### PDN straps and rails

The bar under the picture is 20 um long. Pins as bars on the die edge.
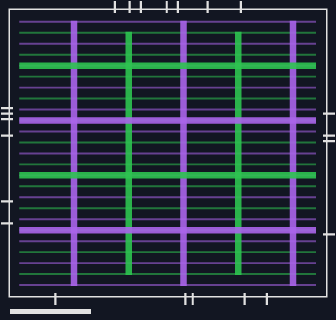
### Cell classes on the final placement

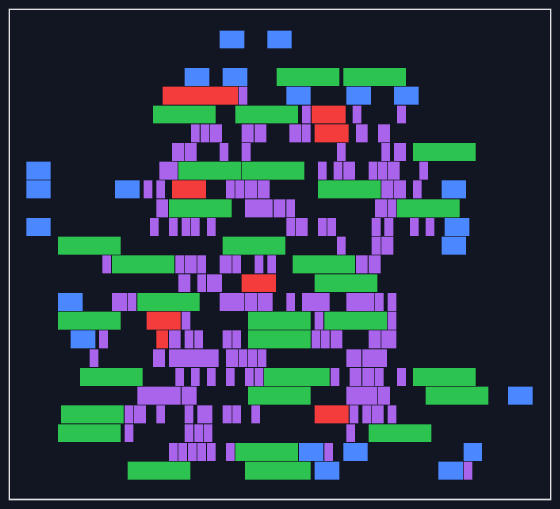
### Routed clock nets over the placement

The bar under the picture is 20 um long.
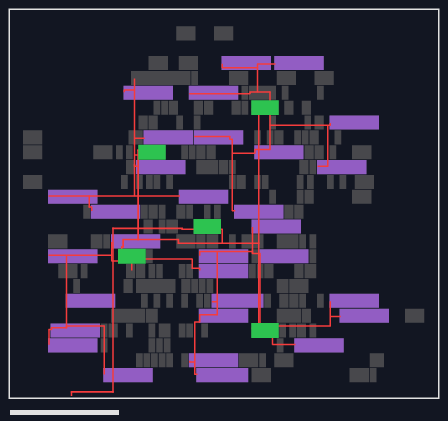
### Wiring by layer

The bar under the picture is 20 um long.
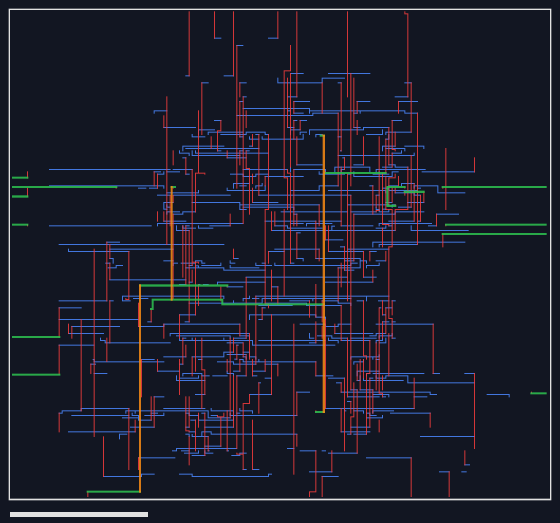
### Clock nets

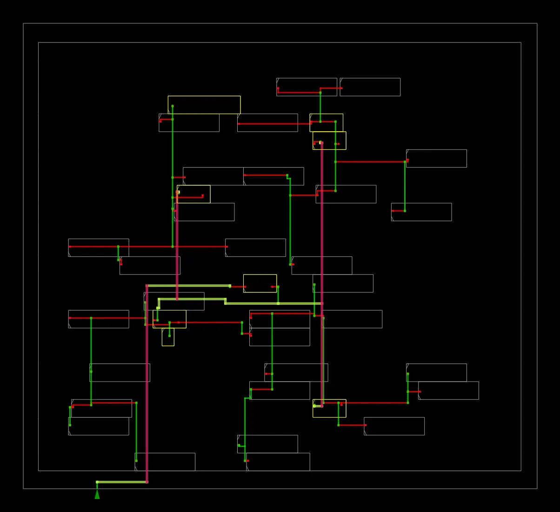
--- config.mk ---
export PLATFORM = sky130hd
export DESIGN_NAME = max7219_chain_tx_flat
export DESIGN_NICKNAME = d
export VERILOG_FILES = /design/src/rtl/max7219_chain_tx_pkg.sv /design/src/rtl/max7219_chain_tx_if.sv /design/src/rtl/max7219_chain_tx_phase_timer.sv /design/src/rtl/max7219_chain_tx.sv /design/src/flat_wrapper.sv
export SDC_FILE = /design/constraint.sdc
export NUM_CORES = 1
export LEC_CHECK = 0
export ABC_AREA = 1
export CORE_ASPECT_RATIO = 0.9
export CORE_MARGIN = 2
export CORE_UTILIZATION = 30
export DETAILED_ROUTE_END_ITERATION = 16
export HOLD_SLACK_MARGIN = 0.06
export SLEW_MARGIN = 20
export SYNTH_ARGS = -nofsm -noshare
export SYNTH_HDL_FRONTEND = slang
export SYNTH_SLANG_ARGS = --single-unit
export TNS_END_PERCENT = 10
--- constraint.sdc ---
create_clock -name i_clk -period 3.7 [get_ports i_clk]
set_clock_uncertainty 0.1 [all_clocks]
set_input_delay 0.74 -clock i_clk [delete_from_list [all_inputs] [get_ports i_clk]]
set_output_delay 0.74 -clock i_clk [all_outputs]
set_load 0.05 [all_outputs]
--- src/rtl/max7219_chain_tx_pkg.sv ---
// max7219_pkg: shared definitions for the MAX7219 chain transmitter.
//   - register address constants of the MAX7219
//   - FSM state encoding used by max7219_chain_tx
//   - reg_word(): builds the 16-bit word for one device write
package max7219_pkg;

  localparam logic [3:0] NOOP       = 4'h0;
  localparam logic [3:0] DIGIT0     = 4'h1;
  localparam logic [3:0] DIGIT1     = 4'h2;
  localparam logic [3:0] DIGIT2     = 4'h3;
  localparam logic [3:0] DIGIT3     = 4'h4;
  localparam logic [3:0] DIGIT4     = 4'h5;
  localparam logic [3:0] DIGIT5     = 4'h6;
  localparam logic [3:0] DIGIT6     = 4'h7;
  localparam logic [3:0] DIGIT7     = 4'h8;
  localparam logic [3:0] DECODE     = 4'h9;
  localparam logic [3:0] INTENSITY  = 4'hA;
  localparam logic [3:0] SCAN_LIMIT = 4'hB;
  localparam logic [3:0] SHUTDOWN   = 4'hC;
  localparam logic [3:0] TEST       = 4'hF;

  typedef enum logic [2:0] {
    ST_IDLE  = 3'd0,
    ST_SHIFT = 3'd1,
    ST_TAIL  = 3'd2,
    ST_LATCH = 3'd3,
    ST_GAP   = 3'd4
  } state_t;

  // Upper nibble is don't-care on the MAX7219 and is always sent as zero.
  function automatic logic [15:0] reg_word(input logic [3:0] addr, input logic [7:0] data);
    return {4'h0, addr, data};
  endfunction

endpackage

--- src/rtl/max7219_chain_tx_if.sv ---
// max7219_chain_tx_if: register-write request channel into the chain transmitter.
//   i_valid      write request
//   o_ready      transmitter idle; a write is taken when i_valid & o_ready
//   i_addr       MAX7219 register address
//   i_data       register data
//   i_dev        target device index (DEV_W bits)
//   i_broadcast  write the same word to every device
// master drives the request, slave (the transmitter) drives o_ready.
interface max7219_chain_tx_if #(
  parameter int DEV_W = 1
);
  logic             i_valid;
  logic             o_ready;
  logic [3:0]       i_addr;
  logic [7:0]       i_data;
  logic [DEV_W-1:0] i_dev;
  logic             i_broadcast;

  modport master (output i_valid, i_addr, i_data, i_dev, i_broadcast, input o_ready);
  modport slave  (input i_valid, i_addr, i_data, i_dev, i_broadcast, output o_ready);
endinterface

--- src/rtl/max7219_chain_tx_phase_timer.sv ---
// max7219_phase_timer: counts CLK_DIV clock cycles per SCLK half-period.
//   i_clk      system clock
//   i_reset    asynchronous reset, active high
//   run        count while high; held at zero while low
//   phase_end  strobe in the last cycle of each CLK_DIV-cycle phase
module max7219_phase_timer #(
  parameter int CLK_DIV = 2
) (
  input  logic i_clk,
  input  logic i_reset,
  input  logic run,
  output logic phase_end
);
  localparam int CW = $clog2(CLK_DIV + 1);
  localparam logic [CW-1:0] LAST = CW'(CLK_DIV - 1);

  logic [CW-1:0] cnt_r;

  // Phase counter: wraps at CLK_DIV-1, restarts from zero whenever run drops.
  always_ff @(posedge i_clk or posedge i_reset) begin
    if (i_reset) begin
      cnt_r <= '0;
    end else if (!run) begin
      cnt_r <= '0;
    end else if (cnt_r == LAST) begin
      cnt_r <= '0;
    end else begin
      cnt_r <= cnt_r + CW'(1);
    end
  end

  assign phase_end = run && (cnt_r == LAST);

endmodule

--- src/rtl/max7219_chain_tx.sv ---
// max7219_chain_tx: serial transmitter for a cascade of NUM_DEVICES MAX7219s.
// Each accepted write sends one full chain frame: the target device gets
// {4'h0, addr, data}, all others a no-op; broadcast gives every device the word.
//   i_clk, i_reset   system clock, asynchronous active-high reset
//   bus (slave)      i_valid/o_ready handshake plus i_addr, i_data, i_dev, i_broadcast
//   o_serial_load    LOAD/CS: idle high, low while shifting, rising edge latches
//   o_serial_dout    serial data, MSB first, device NUM_DEVICES-1 first
//   o_serial_clk     SCLK: idle low, slave samples on the rising edge
//   o_done           one-cycle pulse in the cycle LOAD rises
module max7219_chain_tx
  import max7219_pkg::*;
#(
  parameter int NUM_DEVICES = 1,
  parameter int CLK_DIV     = 2
) (
  input  logic                 i_clk,
  input  logic                 i_reset,
  max7219_chain_tx_if.slave    bus,
  output logic                 o_serial_load,
  output logic                 o_serial_dout,
  output logic                 o_serial_clk,
  output logic                 o_done
);
  localparam int FRAME_W = 16 * NUM_DEVICES;
  localparam int BIT_W   = $clog2(FRAME_W);

  state_t               state_r, state_next_s;
  logic [FRAME_W-1:0]   shift_r, shift_next_s, frame_s;
  logic [BIT_W-1:0]     bit_r, bit_next_s;
  logic                 sclk_hi_r, sclk_hi_next_s;
  logic                 accept_s, phase_end_s, run_s;
  logic                 load_next_s, sclk_next_s, dout_next_s, ready_next_s, done_next_s;
  logic                 load_r, sclk_r, dout_r, ready_r, done_r;

  assign accept_s = bus.i_valid && ready_r;
  assign run_s    = (state_r != ST_IDLE);

  max7219_phase_timer #(.CLK_DIV(CLK_DIV)) u_timer (
    .i_clk     (i_clk),
    .i_reset   (i_reset),
    .run       (run_s),
    .phase_end (phase_end_s)
  );

  // Frame builder: device k occupies bits [16k+15:16k], so the top word leaves first.
  // An out-of-range i_dev matches no slot and yields an all-no-op frame.
  always_comb begin
    frame_s = '0;
    for (int k = 0; k < NUM_DEVICES; k++) begin
      if (bus.i_broadcast || (int'(bus.i_dev) == k)) begin
        frame_s[16*k +: 16] = reg_word(bus.i_addr, bus.i_data);
      end else begin
        frame_s[16*k +: 16] = 16'h0000;
      end
    end
  end

  // State and datapath registers.
  always_ff @(posedge i_clk or posedge i_reset) begin
    if (i_reset) begin
      state_r   <= ST_IDLE;
      shift_r   <= '0;
      bit_r     <= '0;
      sclk_hi_r <= 1'b0;
    end else begin
      state_r   <= state_next_s;
      shift_r   <= shift_next_s;
      bit_r     <= bit_next_s;
      sclk_hi_r <= sclk_hi_next_s;
    end
  end

  // Next-state logic. LATCH is the first cycle of the load-high gap, so the
  // timer keeps running through it and GAP ends on the same phase boundary.
  always_comb begin
    state_next_s = state_r;
    case (state_r)
      ST_IDLE: begin
        if (accept_s) state_next_s = ST_SHIFT;
        else          state_next_s = ST_IDLE;
      end
      ST_SHIFT: begin
        if (phase_end_s && sclk_hi_r && (bit_r == '0)) state_next_s = ST_TAIL;
        else                                           state_next_s = ST_SHIFT;
      end
      ST_TAIL: begin
        if (phase_end_s) state_next_s = ST_LATCH;
        else             state_next_s = ST_TAIL;
      end
      ST_LATCH: begin
        if (phase_end_s) state_next_s = ST_IDLE;
        else             state_next_s = ST_GAP;
      end
      ST_GAP: begin
        if (phase_end_s) state_next_s = ST_IDLE;
        else             state_next_s = ST_GAP;
      end
      default: state_next_s = ST_IDLE;
    endcase
  end

  // Datapath: load frame on accept; advance one bit at the end of each high phase.
  always_comb begin
    shift_next_s   = shift_r;
    bit_next_s     = bit_r;
    sclk_hi_next_s = sclk_hi_r;
    if (accept_s) begin
      shift_next_s   = frame_s;
      bit_next_s     = BIT_W'(FRAME_W - 1);
      sclk_hi_next_s = 1'b0;
    end else if ((state_r == ST_SHIFT) && phase_end_s) begin
      if (sclk_hi_r) begin
        sclk_hi_next_s = 1'b0;
        if (bit_r != '0) begin
          shift_next_s = {shift_r[FRAME_W-2:0], 1'b0};
          bit_next_s   = bit_r - BIT_W'(1);
        end else begin
          shift_next_s = shift_r;
        end
      end else begin
        sclk_hi_next_s = 1'b1;
      end
    end else begin
      sclk_hi_next_s = sclk_hi_r;
    end
  end

  // Output decode from next-state values so the registered pins line up with the state.
  always_comb begin
    load_next_s  = 1'b1;
    sclk_next_s  = 1'b0;
    dout_next_s  = 1'b0;
    ready_next_s = 1'b0;
    done_next_s  = 1'b0;
    case (state_next_s)
      ST_IDLE:  ready_next_s = 1'b1;
      ST_SHIFT: begin
        load_next_s = 1'b0;
        sclk_next_s = sclk_hi_next_s;
        dout_next_s = shift_next_s[FRAME_W-1];
      end
      ST_TAIL:  load_next_s = 1'b0;
      ST_LATCH: done_next_s = 1'b1;
      ST_GAP:   load_next_s = 1'b1;
      default:  load_next_s = 1'b1;
    endcase
  end

  // Output registers; reset forces the idle pin levels immediately.
  always_ff @(posedge i_clk or posedge i_reset) begin
    if (i_reset) begin
      load_r  <= 1'b1;
      sclk_r  <= 1'b0;
      dout_r  <= 1'b0;
      ready_r <= 1'b1;
      done_r  <= 1'b0;
    end else begin
      load_r  <= load_next_s;
      sclk_r  <= sclk_next_s;
      dout_r  <= dout_next_s;
      ready_r <= ready_next_s;
      done_r  <= done_next_s;
    end
  end

  assign o_serial_load = load_r;
  assign o_serial_clk  = sclk_r;
  assign o_serial_dout = dout_r;
  assign o_done        = done_r;
  assign bus.o_ready   = ready_r;

endmodule

--- src/flat_wrapper.sv ---
// flat-port wrapper written by rule: the top's interface ports become plain ports
module max7219_chain_tx_flat import max7219_pkg::*;
#(
  parameter int NUM_DEVICES = 1,
  parameter int CLK_DIV     = 2
)
  (i_clk, i_reset, o_serial_load, o_serial_dout, o_serial_clk, o_done, bus_i_valid, bus_i_addr, bus_i_data, bus_i_dev, bus_i_broadcast, bus_o_ready);
  max7219_chain_tx_if #(.DEV_W(1)) bus_i ();
  input  logic i_clk;
  input  logic i_reset;
  output logic o_serial_load;
  output logic o_serial_dout;
  output logic o_serial_clk;
  output logic o_done;
  input wire logic [$bits(bus_i.i_valid)-1:0] bus_i_valid;
  input wire logic [$bits(bus_i.i_addr)-1:0] bus_i_addr;
  input wire logic [$bits(bus_i.i_data)-1:0] bus_i_data;
  input wire logic [$bits(bus_i.i_dev)-1:0] bus_i_dev;
  input wire logic [$bits(bus_i.i_broadcast)-1:0] bus_i_broadcast;
  output wire logic [$bits(bus_i.o_ready)-1:0] bus_o_ready;
  assign bus_i.i_valid = bus_i_valid;
  assign bus_i.i_addr = bus_i_addr;
  assign bus_i.i_data = bus_i_data;
  assign bus_i.i_dev = bus_i_dev;
  assign bus_i.i_broadcast = bus_i_broadcast;
  assign bus_o_ready = bus_i.o_ready;
  max7219_chain_tx #(.NUM_DEVICES(NUM_DEVICES), .CLK_DIV(CLK_DIV)) u_core (.i_clk(i_clk), .i_reset(i_reset), .bus(bus_i), .o_serial_load(o_serial_load), .o_serial_dout(o_serial_dout), .o_serial_clk(o_serial_clk), .o_done(o_done));
endmodule
==> results.cfg <==
; yosys + openroad results
[global_route]
grt_first_pass_wirelength_um = 5240
grt_pass1_vias = 1149
grt-ovfl-total = 0
grt_max_degree = 32

[yosys]
topCellsByArea = dfrtp_1 (49%), nand2_1 (11%), nand3_1 (8.7%), inv_1 (7.3%), nor2_1 (4.8%)
ys.flop_type = dfrtp_1
synth.distinct_cells = 24
syn_inst = 181
synth_nets = 199

[layout]
finalNonFillerCells = 271
antenna_cells = 0
nFillCells = 497
area_growth_pct = 25.9
nets = 223

[clock_network]
postCtsSetupRepairBufs = 0
hold_buffers = 0
h-tree-depth = 2
root_buffer = clkbuf_8

[sta]
hold-worst-slack_ps = 382
finalHoldViolations = 0
worst_slew_pin_slew_ps = 720
fin_ws_ps = 1250

[power_and_ir_drop]
vdd_drop_max_mv = 0.145
p_sw_mw = 0.140
p_seq_frac = 0.476
power_density_mw_per_mm2 = 379

[worst_setup_path]
path_delay_family = buffers and inverters
start_kind = flip-flop
arrival_ps = 1610
cp_num_buf_inv = 1
crit_chain = clkdlybuf4s50_1
max_stage_delay_ps = 790

[routing]
met2_length_um = 1280
drc = 0
ant_nets = 0
highest_layer = met4

[placed_design]
placed_cells = 263
dpl_worst_slack_ps = 1000

[floorplan]
die_w_um = 78.4
ioPinCount = 22
rows = 24

[flow_run]
cap_viol_max_count = 0

[hold_path]
worstHoldPathType = flip-flop to flip-flop

[status]
outcome = complete, no violations
Back to the opening pictures, 'PDN straps and rails':
| net | colour |
|---|---|
| VSS | purple |
| VDD | green |
met4 straps: 5
signal pins: 22
met5 straps: 4

Back to the opening pictures, 'Cell classes on the final placement':
| class | colour | cells | share of their area |
|---|---|---|---|
| other buffers and delay cells | blue | 22 | 12% |
| flops | green | 31 | 43% |
| clock drivers and dummy loads | red | 8 | 6.5% |
| all other logic | purple | 145 | 38% |

Back to the opening pictures, 'Routed clock nets over the placement':
[cells driving clock nets] green | count: 5
[clock wires] red | length: 452 um
[flip-flops] purple | count: 31
flops lie: spread over the die
routed clock nets: 6

Back to the opening pictures, 'Wiring by layer':
| layer | colour | wire length |
|---|---|---|
| met1 | blue | 1,500 um |
| met2 | red | 1,280 um |
| met3 | green | 148 um |
| met4 | orange | 86.4 um |
Tot GR Track Use: 0.122
Routed Wire Length: 3020 um

Back to the opening pictures, 'Clock nets':
TritonCTS Buffers: 5
clk sinks: 31

flip-flops by register name, indices dropped and copies added, names as in the netlist:
name / flops
u_core.state_r: 3
u_core.bus.o_ready: 1
u_core.o_serial_load: 1
u_core.o_serial_clk: 1
u_core.sclk_hi_r: 1
u_core.bit_r: 4
u_core.o_done: 1
u_core.u_timer.cnt_r: 2
u_core.o_serial_dout: 1
u_core.shift_r: 16
power groups by stage:
stage,Combinational (mW),Sequential [mW],Clock (mW)
6_report,0.0253,0.339,0.348
5_1_grt,0.0279,0.339,0.370
4_1_cts,0.0266,0.339,0.359
3_5_place_dp,0.0264,0.345,0
3_3_place_gp,0.0262,0.345,0
2_1_floorplan,0.00555,0.345,0
cells by family (layout without fill, tap and decap cells):
group,Yosys count,count (layout),synth area share
buf+inv,34,59,0.0930
flops,31,31,0.521
simple gates,104,104,0.338
fa+ha+maj,1,1,0.00838
compound gates,11,11,0.0394
placed cells by master (no fill, tap or decap), types with 2 or more instances in the layout:
cell	n
clkbuf_8	6
nand4_1	3
nand3_2	2
inv_1	29
nor2_1	19
nand3_1	26
o21ai_1	5
nand2_4	2
nand2_1	45
dfstp_2	2
o21ai_0	2
clkdlybuf4s50_1	21
a21oi_1	2
nand2_2	2
dfrtp_1	29
layer usage:
metal,vias up,GRT usage
li1,612,-
met4,0,0.0760
met3,7,0.0357
met1,532,0.164
met2,23,0.172
met5,-,0
cell type report:
type                       instances  area (um^2)  area share
tap                               65         81.3      0.0433
multi-input combinational        116          576       0.306
timing repair buffer              22          218       0.116
clock inverter                     2         35.0      0.0186
inverter                          29          109      0.0579
sequential                        31          778       0.414
clock buffer                       6         82.6      0.0439
final timing paths:
path	to	slack, ps	start
max	bus_o_ready	1250	u_core.bus.o_ready$_DFF_PP1_
min	u_core.shift_r[2]$_DFFE_PP0P_	380	u_core.shift_r[1]$_DFFE_PP0P_
max reg2reg	u_core.shift_r[7]$_DFFE_PP0P_	1680	u_core.bus.o_ready$_DFF_PP1_
min reg2reg	u_core.shift_r[2]$_DFFE_PP0P_	380	u_core.shift_r[1]$_DFFE_PP0P_
max in group asynchronous	u_core.bus.o_ready$_DFF_PP1_	2450	i_reset
min in group asynchronous	u_core.bit_r[1]$_DFFE_PP0P_	720	i_reset
through the flow:
| stage | cell area, um^2 | total power, mW |
|---|---|---|
| 4_1_cts | 1880 | 0.725 |
| 6_report | 1880 | 0.712 |
| 3_5_place_dp | 1760 | 0.372 |
| 2_1_floorplan | 1490 | 0.351 |
| 3_3_place_gp | 1760 | 0.371 |
| 5_1_grt | 1880 | 0.736 |
No activity file was given, so power comes from the tool's default toggle rates.
